**src/rtl/uart_pkg.sv**
```systemverilog
// Shared register offsets, STATUS bit positions and transmit FSM states
// for the memory-mapped UART transmitter.
package uart_pkg;

  localparam logic [31:0] TXDATA_OFF = 32'd0;
  localparam logic [31:0] STATUS_OFF = 32'd4;
  localparam logic [31:0] CLKDIV_OFF = 32'd8;
  localparam logic [31:0] WINDOW_BYTES = 32'd12;

  localparam int ST_EMPTY = 0;
  localparam int ST_FULL  = 1;
  localparam int ST_BUSY  = 2;
  localparam int ST_OVF   = 3;

  typedef enum logic [1:0] {
    S_IDLE,
    S_START,
    S_DATA,
    S_STOP
  } tx_state_e;

  // A zero divisor would stall the baud counter, so it is promoted to 1.
  function automatic logic [15:0] div_sanitize(input logic [15:0] v);
    return (v == 16'd0) ? 16'd1 : v;
  endfunction

endpackage

```
**src/rtl/sync_fifo.sv**
```systemverilog
// Single-clock FIFO with a combinational head read; pointers carry one
// extra wrap bit so full and empty are distinguishable.
module sync_fifo #(
  parameter int WIDTH = 8,
  parameter int DEPTH = 8
) (
  input  logic             clk,
  input  logic             reset,
  input  logic             push,
  input  logic [WIDTH-1:0] push_data,
  input  logic             pop,
  output logic [WIDTH-1:0] pop_data,
  output logic             full,
  output logic             empty
);

  localparam int AW = $clog2(DEPTH);

  logic [WIDTH-1:0] mem_q [DEPTH];
  logic [AW:0]      wr_ptr_q;
  logic [AW:0]      rd_ptr_q;
  logic             do_push;
  logic             do_pop;

  assign empty    = (wr_ptr_q == rd_ptr_q);
  assign full     = (wr_ptr_q[AW] != rd_ptr_q[AW]) &&
                    (wr_ptr_q[AW-1:0] == rd_ptr_q[AW-1:0]);
  assign pop_data = mem_q[rd_ptr_q[AW-1:0]];

  // A push into a full FIFO is still accepted when the head leaves this cycle.
  assign do_push = push & (~full | pop);
  assign do_pop  = pop & ~empty;

  always_ff @(posedge clk) begin
    if (!reset) begin
      wr_ptr_q <= '0;
      rd_ptr_q <= '0;
    end else begin
      if (do_push) wr_ptr_q <= wr_ptr_q + 1'b1;
      if (do_pop)  rd_ptr_q <= rd_ptr_q + 1'b1;
    end
  end

  always_ff @(posedge clk) begin
    if (do_push) mem_q[wr_ptr_q[AW-1:0]] <= push_data;
  end

endmodule

```
**src/rtl/mmio_uart_tx.sv**
```systemverilog
// UART transmitter mapped into the core's data bus: register window decode,
// combinational status read-back, TX FIFO and 8N1 serialiser.
module mmio_uart_tx
  import uart_pkg::*;
#(
  parameter logic [31:0] BASE_ADDR  = 32'h0000_F000,
  parameter int          FIFO_DEPTH = 8,
  parameter logic [15:0] DIV_RESET  = 16'd434
) (
  input  logic        clk,
  input  logic        reset,
  input  logic        MemWrite,
  input  logic [31:0] Mem_WrAddr,
  input  logic [31:0] Mem_WrData,
  output logic        sel,
  output logic [31:0] rd_data,
  output logic        tx
);

  logic [31:0] addr_word;
  logic [31:0] off;
  logic        wr_txdata;
  logic        wr_status;
  logic        wr_clkdiv;

  logic [15:0] clkdiv_q, clkdiv_d;
  logic        ovf_q, ovf_d;

  tx_state_e   state_q;
  logic [15:0] cnt_q;
  logic [7:0]  shift_q;
  logic [2:0]  bit_idx_q;
  logic        tx_q;

  logic        fifo_full;
  logic        fifo_empty;
  logic [7:0]  fifo_data;
  logic        at_boundary;
  logic        pop;
  logic [31:0] status;
  logic        unused_bits;

  assign addr_word = {Mem_WrAddr[31:2], 2'b00};
  assign off       = addr_word - BASE_ADDR;
  assign sel       = (addr_word >= BASE_ADDR) && (off < WINDOW_BYTES);

  assign wr_txdata = MemWrite & sel & (off == TXDATA_OFF);
  assign wr_status = MemWrite & sel & (off == STATUS_OFF);
  assign wr_clkdiv = MemWrite & sel & (off == CLKDIV_OFF);

  assign unused_bits = ^{Mem_WrAddr[1:0], Mem_WrData[31:16]};

  assign at_boundary = (cnt_q == 16'd1);
  assign pop = ~fifo_empty &
               ((state_q == S_IDLE) || ((state_q == S_STOP) && at_boundary));

  sync_fifo #(
    .WIDTH (8),
    .DEPTH (FIFO_DEPTH)
  ) u_fifo (
    .clk       (clk),
    .reset     (reset),
    .push      (wr_txdata),
    .push_data (Mem_WrData[7:0]),
    .pop       (pop),
    .pop_data  (fifo_data),
    .full      (fifo_full),
    .empty     (fifo_empty)
  );

  always_comb begin
    clkdiv_d = clkdiv_q;
    if (wr_clkdiv) clkdiv_d = div_sanitize(Mem_WrData[15:0]);
  end

  always_comb begin
    ovf_d = ovf_q;
    if (wr_status) ovf_d = 1'b0;
    if (wr_txdata && fifo_full && !pop) ovf_d = 1'b1;
  end

  always_ff @(posedge clk) begin
    if (!reset) begin
      clkdiv_q <= DIV_RESET;
      ovf_q    <= 1'b0;
    end else begin
      clkdiv_q <= clkdiv_d;
      ovf_q    <= ovf_d;
    end
  end

  // The reload always uses clkdiv_q, so a divisor store lands at the next bit edge.
  always_ff @(posedge clk) begin
    if (!reset) begin
      state_q   <= S_IDLE;
      cnt_q     <= DIV_RESET;
      shift_q   <= 8'd0;
      bit_idx_q <= 3'd0;
      tx_q      <= 1'b1;
    end else begin
      case (state_q)
        S_IDLE: begin
          if (pop) begin
            shift_q <= fifo_data;
            cnt_q   <= clkdiv_q;
            tx_q    <= 1'b0;
            state_q <= S_START;
          end
        end
        S_START: begin
          if (at_boundary) begin
            cnt_q     <= clkdiv_q;
            bit_idx_q <= 3'd0;
            tx_q      <= shift_q[0];
            state_q   <= S_DATA;
          end else begin
            cnt_q <= cnt_q - 16'd1;
          end
        end
        S_DATA: begin
          if (at_boundary) begin
            cnt_q <= clkdiv_q;
            if (bit_idx_q == 3'd7) begin
              tx_q    <= 1'b1;
              state_q <= S_STOP;
            end else begin
              bit_idx_q <= bit_idx_q + 3'd1;
              tx_q      <= shift_q[bit_idx_q + 3'd1];
            end
          end else begin
            cnt_q <= cnt_q - 16'd1;
          end
        end
        S_STOP: begin
          if (at_boundary) begin
            if (pop) begin
              shift_q <= fifo_data;
              cnt_q   <= clkdiv_q;
              tx_q    <= 1'b0;
              state_q <= S_START;
            end else begin
              state_q <= S_IDLE;
            end
          end else begin
            cnt_q <= cnt_q - 16'd1;
          end
        end
        default: begin
          state_q <= S_IDLE;
          tx_q    <= 1'b1;
        end
      endcase
    end
  end

  assign tx = tx_q;

  always_comb begin
    status            = 32'd0;
    status[ST_EMPTY]  = fifo_empty;
    status[ST_FULL]   = fifo_full;
    status[ST_BUSY]   = (state_q != S_IDLE);
    status[ST_OVF]    = ovf_q;
  end

  always_comb begin
    rd_data = 32'd0;
    if (sel) begin
      case (off)
        STATUS_OFF: rd_data = status;
        CLKDIV_OFF: rd_data = {16'd0, clkdiv_q};
        default:    rd_data = 32'd0;
      endcase
    end
  end

endmodule
```
**config.mk**
```make
export PLATFORM = sky130hd
export DESIGN_NAME = mmio_uart_tx
export DESIGN_NICKNAME = d
export VERILOG_FILES = /design/src/rtl/uart_pkg.sv /design/src/rtl/sync_fifo.sv /design/src/rtl/mmio_uart_tx.sv
export SDC_FILE = /design/constraint.sdc
export NUM_CORES = 1
export LEC_CHECK = 0
export CORE_MARGIN = 2
export CORE_UTILIZATION = 58
export DETAILED_ROUTE_END_ITERATION = 10
export GPL_TIMING_DRIVEN = 0
export PLACE_DENSITY_LB_ADDON = 0.1
export SLEW_MARGIN = 40
export SYNTH_ARGS = -nofsm -noshare
export SYNTH_HDL_FRONTEND = slang
export SYNTH_SLANG_ARGS = --single-unit
export TNS_END_PERCENT = 10
```
**constraint.sdc**
```tcl
create_clock -name clk -period 10 [get_ports clk]
set_clock_uncertainty 0.2 [all_clocks]
set_input_delay 2 -clock clk [delete_from_list [all_inputs] [get_ports clk]]
set_output_delay 2 -clock clk [all_outputs]
set_load 0.01 [all_outputs]
```
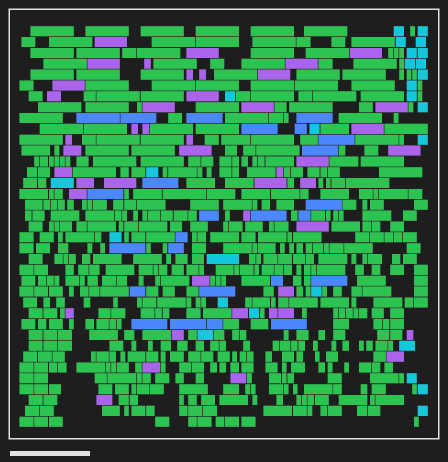
Figure 1: run 1, cell sizes after repair.
Bar = 20 um.
Key: x2 = purple [cells 45, share 6.8%]; x1 and smaller = green [cells 566, share 85%]; x6 and larger = blue [cells 25, share 3.8%]; x3 and x4 = cyan [cells 27, share 4.1%]

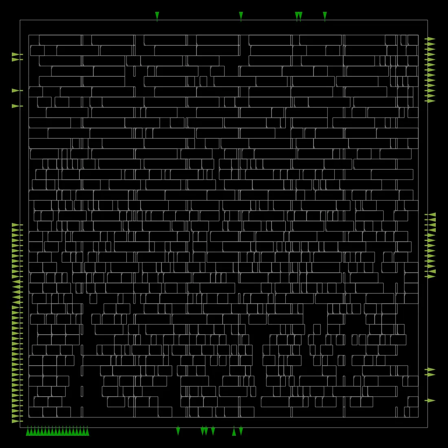
Figure 2: run 1, cell outlines without signal wires.
Fillers: 714
Layout Cells excl Fill: 799

==> out/qor.txt, run 1 <==
Non-clk invs: 15
Layout cells sized above 1: 14.6%
Startpoint type of the worst setup path: input port
Cycle use final: 70.8%
Most numerous logic cells after layout: clkdlybuf4s50_1 (66), edfxtp_1 (64), dfxtp_1 (58)
First-pass GRT wire length: 25700 um
Die Wd: 107 um
WHS Path Cells: 2
Wl on met1: 6890 um
CP max stage cell: clkdlybuf4s50_1
Worst-path clk slew: 60 ps
Crit path depth: 9
Clock Latency Late Sink: 520 ps
Grt peak-use layer: met2
Wire length on met3: 1640 um
R2R cell count: 8
# clock sinks: 122
Clock buffer cells: 18
Top logic family: multiplexers
Worst r2r src: cnt_q[0]
Adders+Majority by Area: 2.22%
Status: complete, no violations
Arrival time of the worst setup path: 4880 ps
CP endpoint: rd_data[10]
CP Class: in2out
Critical R2R Capture: u_fifo.mem_q[0][7]
Via count: 5004
Synthesized cell area: 6190 um2
Max Cap Violations: 0
Number of flops mapped to enable cells by yosys: 64
P_comb: 196 uW
Dominant Register Cell: edfxtp_1
Met1 Use GR: 43.9%
Most frequent cell after synthesis: edfxtp_1
Post-layout min period: 7080 ps
Delay-heaviest family, CP: buffers and inverters
Comb/total area: 37.4%
Asr flop ratio synth: 0%
Largest net degree at the start of global routing: 17
Psw: 366 uW
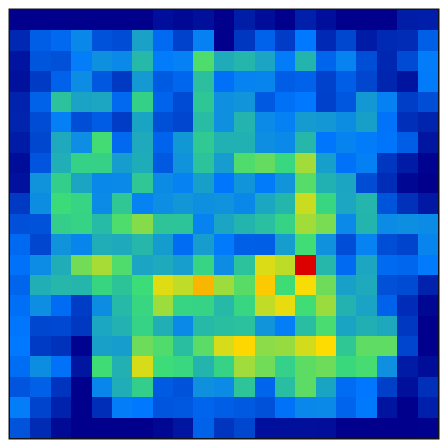
Figure 3: run 1, wire density map.
21 x 21 tiles, from dark blue (low) to red (high), scaled to the fullest tile. Values are wire area over tile area, all layers added.
The fullest tile reaches 0.83. 12% of the tiles are over half the peak. 7.7% of the tiles are nearly empty. The densest ninth of the die: center.

[run 1: state kept, by name, summed over array words and instances, names as in the netlist, named ones only]
register,flops
u_fifo.wr_ptr_q,4
clkdiv_q,16
cnt_q,16
u_fifo.rd_ptr_q,4
shift_q,8
u_fifo.mem_q,64
ovf_q,1
tx,1
bit_idx_q,3
state_q,2
[run 1: metrics by stage]
stage / cells / instance area [um2] / util, % / hold WS, ps
global route: 799 / 7720 / 74.8 / 334
CTS: 799 / 7710 / 74.7 / 297
finish: 799 / 7720 / 74.8 / 300
global placement: 762 / 7080 / 68.6 / 268
detailed placement: 767 / 7160 / 69.3 / 280
floorplan: 560 / 6250 / - / 255
[run 1: worst min-delay path, cell delays in order (launching register included)]
cell and delay (ps):
dfxtp_1 330, nand2_1 70, o21bai_1 60
==> run 2: changes to the inputs <==
Settings changed: CORE_UTILIZATION 58 to 54.
Clock period 10 ns to 7.22 ns, I/O delays scaled along.
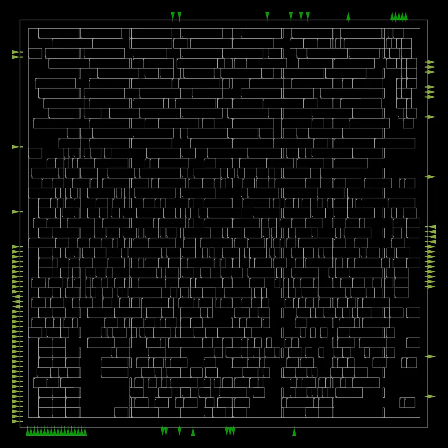
Figure 4: run 2, cell outlines without signal wires.
fin util: 68.6%
Fillers: 873

==> run 2 against run 1 <==
Effect of this change: critical path depth unchanged; largest cell class unchanged; utilization down 6.2 points; clock power is 44% higher; synthesized cell count is the same; area after synthesis unchanged; register-to-register slack worse by 2900 ps; total power increased by 41%; sequential share of layout area is 0.23 points lower; sequential cell count unchanged; die area up 7.1%; final area rose by 0.58%; setup slack got worse by 1800 ps; critical endpoint is now rd_data[11].
==> out/qor.txt, run 2 <==
Comb/total area: 37.2% (-0.22 points)
Clock buffer cells: 17 (-1)
Number of flops mapped to enable cells by yosys: 64 (unchanged)
Critical R2R Capture: u_fifo.mem_q[6][5]
Synthesized cell area: 6190 um2 (unchanged)
CP Class: in2out
Leakage: 2.62 nW
P_comb: 271 uW (+38%)
Fmax: 165 MHz
DIE AREA: 12300 um2
# clock sinks: 122 (unchanged)
Tot Pwr: 1.87 mW
Die Wd: 111 um (+3.5%)
Internal power: 1.35 mW
Non-clk invs: 15 (unchanged)
Post-DP Area: 7180 um2 (+0.26%)
Most numerous logic cells after layout: clkdlybuf4s50_1 (66), edfxtp_1 (64), dfxtp_1 (58)
Max Cap Violations: 0 (unchanged)
Worst hold start: u_fifo.wr_ptr_q[3]
Post-layout min period: 6060 ps
Adders+Majority by Area: 2.22% (unchanged)
Psw: 516 uW (+41%)
Crit path capture type: output pin
Top cell category: registers
Post-DR vias/cell: 6.08
Clock share of power: 44.3%
Arrival time of the worst setup path: 4410 ps (-470 ps)
Cycle use final: 83.9%
CTS Buffer Depth: 2
Synth top cells by count: edfxtp_1 (64), dfxtp_1 (58), mux2i_1 (44)
CP max stage cell: clkdlybuf4s50_1
Design area: 7760 um2 (+0.58%)
Largest net degree at the start of global routing: 17 (unchanged)
Startpoint type of the worst setup path: input port
Wire length on met3: 1190 um (-27%)
First-pass GRT wire length: 26200 um (+2.1%)
Max reg flops: 64 (unchanged)
Port bufs: 66
Grt peak-use layer: met2
Worst r2r src: cnt_q[0]
WHS Path Cells: 2 (unchanged)
R2R cell count: 8 (unchanged)
Wl on met1: 7180 um (+4.2%)
GRT overflow: 0
Dominant Register Cell: edfxtp_1
Top logic family: multiplexers
Final Worst Setup Slack: 1160 ps
Clock Latency Late Sink: 420 ps (-100 ps)
Biggest area cells: edfxtp_1 (31%), dfxtp_1 (19%), mux2i_1 (7.1%), mux4_2 (6.5%), a21oi_1 (2.3%)
Status: complete, no violations
Part of the power in registers: 41.2%
Via count: 4911 (-1.9%)
Met2 WL: 7720 um
Most frequent cell after synthesis: edfxtp_1
Worst-path clk slew: 60 ps (about the same)
Top power group: the clock network
Layout cells sized above 1: 15.0% (+0.41 points)
Met1 Use GR: 38.3% (-5.5 points)
CP Cell Sequence: clkdlybuf4s50_1, nor4bb_1, nand4_1, or2_2, clkbuf_1, nor2b_1, clkbuf_1, and2_1, clkdlybuf4s50_1
Gate count after technology mapping: 545
Tool warnings: 49
Asr flop ratio synth: 0% (unchanged)
==> run 2: worst max-delay path by stage <==
stage / from / to / slack (ps) / depth (start not counted)
after floorplan: Mem_WrAddr[5] / rd_data[10] / 2680 / 7
after global placement: Mem_WrAddr[15] / rd_data[11] / 1140 / 9
after detailed placement: Mem_WrAddr[15] / rd_data[11] / 1100 / 9
after CTS: Mem_WrAddr[15] / rd_data[11] / 1110 / 9
after global routing: Mem_WrAddr[15] / rd_data[11] / 880 / 9
final: Mem_WrAddr[15] / rd_data[11] / 1160 / 9
==> run 2: critical path, delay by kind of cell <==
kind,cells,cell delay (ps)
AND/OR/NAND/NOR,5,1420
buffers and inverters,4,1540
==> run 2: through the flow <==
step                      hold WS [ps]  std cells
final                              292        808
after global routing               308        808
after CTS                          290        808
after detailed placement           274        776
after global placement             273        769
after floorplan                    255        560
==> run 3: changes to the inputs <==
Settings changed: CORE_UTILIZATION 54 to 49.
Clock period 7.22 ns to 5.2 ns, I/O delays scaled along.
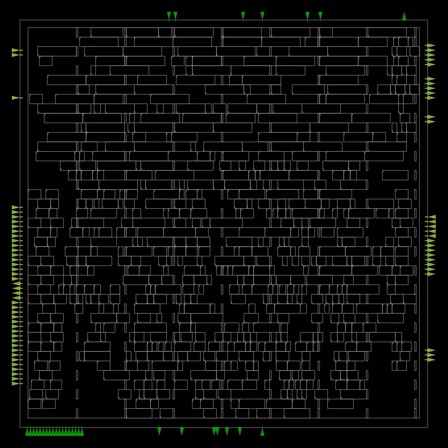
Figure 5: run 3, cell outlines without signal wires.
Layout Cells excl Fill: 835
fin util: 62.5%
Fillers: 1003

==> run 3 against run 2 <==
Effect of this change: final area grew 0.27%; sequential cell count is the same; global-route usage shrank 2.6 points; register-to-register slack lost 1900 ps; cell count grew 3.3%; count of clock-buffer cells in the layout grew 1; hold slack lost 4.2 ps; synthesized cell count is the same; combinational power grew 38%; die area grew 9.8%; via count shrank 0.14%; critical path type unchanged.
==> out/qor.txt, run 3 <==
Status: complete, no violations
Design area: 7790 um2 (+0.27%)
Adders+Majority by Area: 2.22% (unchanged)
Psw: 681 uW (+32%)
Ys Warns: 0
Worst hold endpoint: u_fifo.wr_ptr_q[3]
Biggest area cells: edfxtp_1 (31%), dfxtp_1 (19%), mux2i_1 (7.1%), mux4_2 (6.5%), a21oi_1 (2.3%)
Tot Pwr: 2.59 mW (+39%)
CP dominant cell by count: clkdlybuf4s50_1
Internal power: 1.91 mW (+41%)
Crit path DRT: 3960 ps
Placed Cells: 803 (+3.5%)
Max layer used: met4
Max reg flops: 64 (unchanged)
Arrival time of the worst setup path: 3690 ps (-720 ps)
CTS Buffer Depth: 2 (unchanged)
Worst-path clk slew: 50 ps (about the same)
Post-layout min period: 4930 ps
Worst Path Buf+Inv: 4 (unchanged)
Most numerous logic cells after layout: clkdlybuf4s50_1 (66), edfxtp_1 (64), dfxtp_1 (58)
Seq_cells: 122
CP max stage cell: clkdlybuf4s50_1
First-pass GRT wire length: 24700 um (-5.9%)
Layout cells sized above 1: 14.6% (-0.41 points)
Drt wl/cell: 19.3 um
Antenna violations before repair: 0
Maximum VDD drop: 0.174 mV
Cycle use final: 94.8%
Post-DP HPWL: 11900 um
Fp util: 49.7%
Clock Latency Late Sink: 420 ps (about the same)
Leakage: 2.63 nW (+0.18%)
Fmax: 203 MHz
CP Cell Sequence: clkdlybuf4s50_1, nor4b_1, nand4_1, or2_2, clkbuf_1, nor2b_2, clkbuf_2, and2_1, clkdlybuf4s50_1
Non-clk invs: 15 (unchanged)
Worst hold start: u_fifo.wr_ptr_q[3]
Seq area share: 39.6%
Comb/total area: 37.1% (-0.069 points)
Crit path capture type: output pin
Largest area contributor in the netlist: edfxtp_1
Clock share of power: 44.4% (about the same)
Post-DR vias/cell: 5.87 (-3.4%)
Clock buffer cells: 18 (+1)
Critical R2R Capture: u_fifo.mem_q[2][4]
CP Max Fanout: 10
Tool warnings: 49 (unchanged)
CP Class: in2out
Gate count after technology mapping: 545 (unchanged)
Part of the power in registers: 41.3% (about the same)
Number of flops mapped to enable cells by yosys: 64 (unchanged)
Post-DP Area: 7200 um2 (+0.37%)
Delay-heaviest family, CP: buffers and inverters
Port bufs: 66 (unchanged)
GRT overflow: 0 (unchanged)
Row count: 41
# clock sinks: 122 (unchanged)
Wire length on met3: 1220 um (+2.2%)
Final Worst Setup Slack: 268 ps (-896 ps)
Wl on met1: 7070 um (-1.5%)
Worst r2r src: cnt_q[0]
Largest net degree at the start of global routing: 17 (unchanged)
Via count: 4904 (-0.14%)
Top logic family: multiplexers
Startpoint type of the worst setup path: input port
Met1 Use GR: 34.2% (-4.1 points)
Worst hold margin: 288 ps (-4.18 ps)
Die Wd: 116 um (+4.8%)
WHS Path Cells: 2 (unchanged)
Synth top cells by count: edfxtp_1 (64), dfxtp_1 (58), mux2i_1 (44)
DIE AREA: 13600 um2 (+9.8%)
Top cell category: registers
Most frequent cell after synthesis: edfxtp_1
Max-area cell share: 31.0%
IO Count: 101
Max Cap Violations: 0 (unchanged)
Asr flop ratio synth: 0% (unchanged)
Vias in the first global route: 4665
Dominant Register Cell: edfxtp_1
FF-to-FF setup slack: 1440 ps
Grt peak-use layer: met2
Synthesized cell area: 6190 um2 (unchanged)
R2R cell count: 8 (unchanged)
Met2 WL: 7530 um (-2.5%)
run 3: power by group through the flow:
stage,clock network (mW),logic (mW),registers (mW)
floorplan,0,0.247,1.08
global placement,0,0.355,1.09
detailed placement,0,0.365,1.09
CTS,1.16,0.368,1.07
global route,1.20,0.407,1.07
finish,1.15,0.373,1.07
run 3: worst max path at each step:
stage	from	to	slack, ps	depth (start not counted)
finish	Mem_WrAddr[8]	rd_data[7]	270	9
global route	Mem_WrAddr[8]	rd_data[7]	60	9
CTS	Mem_WrAddr[8]	rd_data[7]	10	9
detailed placement	Mem_WrAddr[8]	rd_data[7]	30	9
global placement	Mem_WrAddr[8]	u_fifo.mem_q[4][5]	80	8
floorplan	Mem_WrAddr[5]	u_fifo.mem_q[0][0]	1290	7
Power figures rest on the tool's default switching activity, not on a simulated workload.
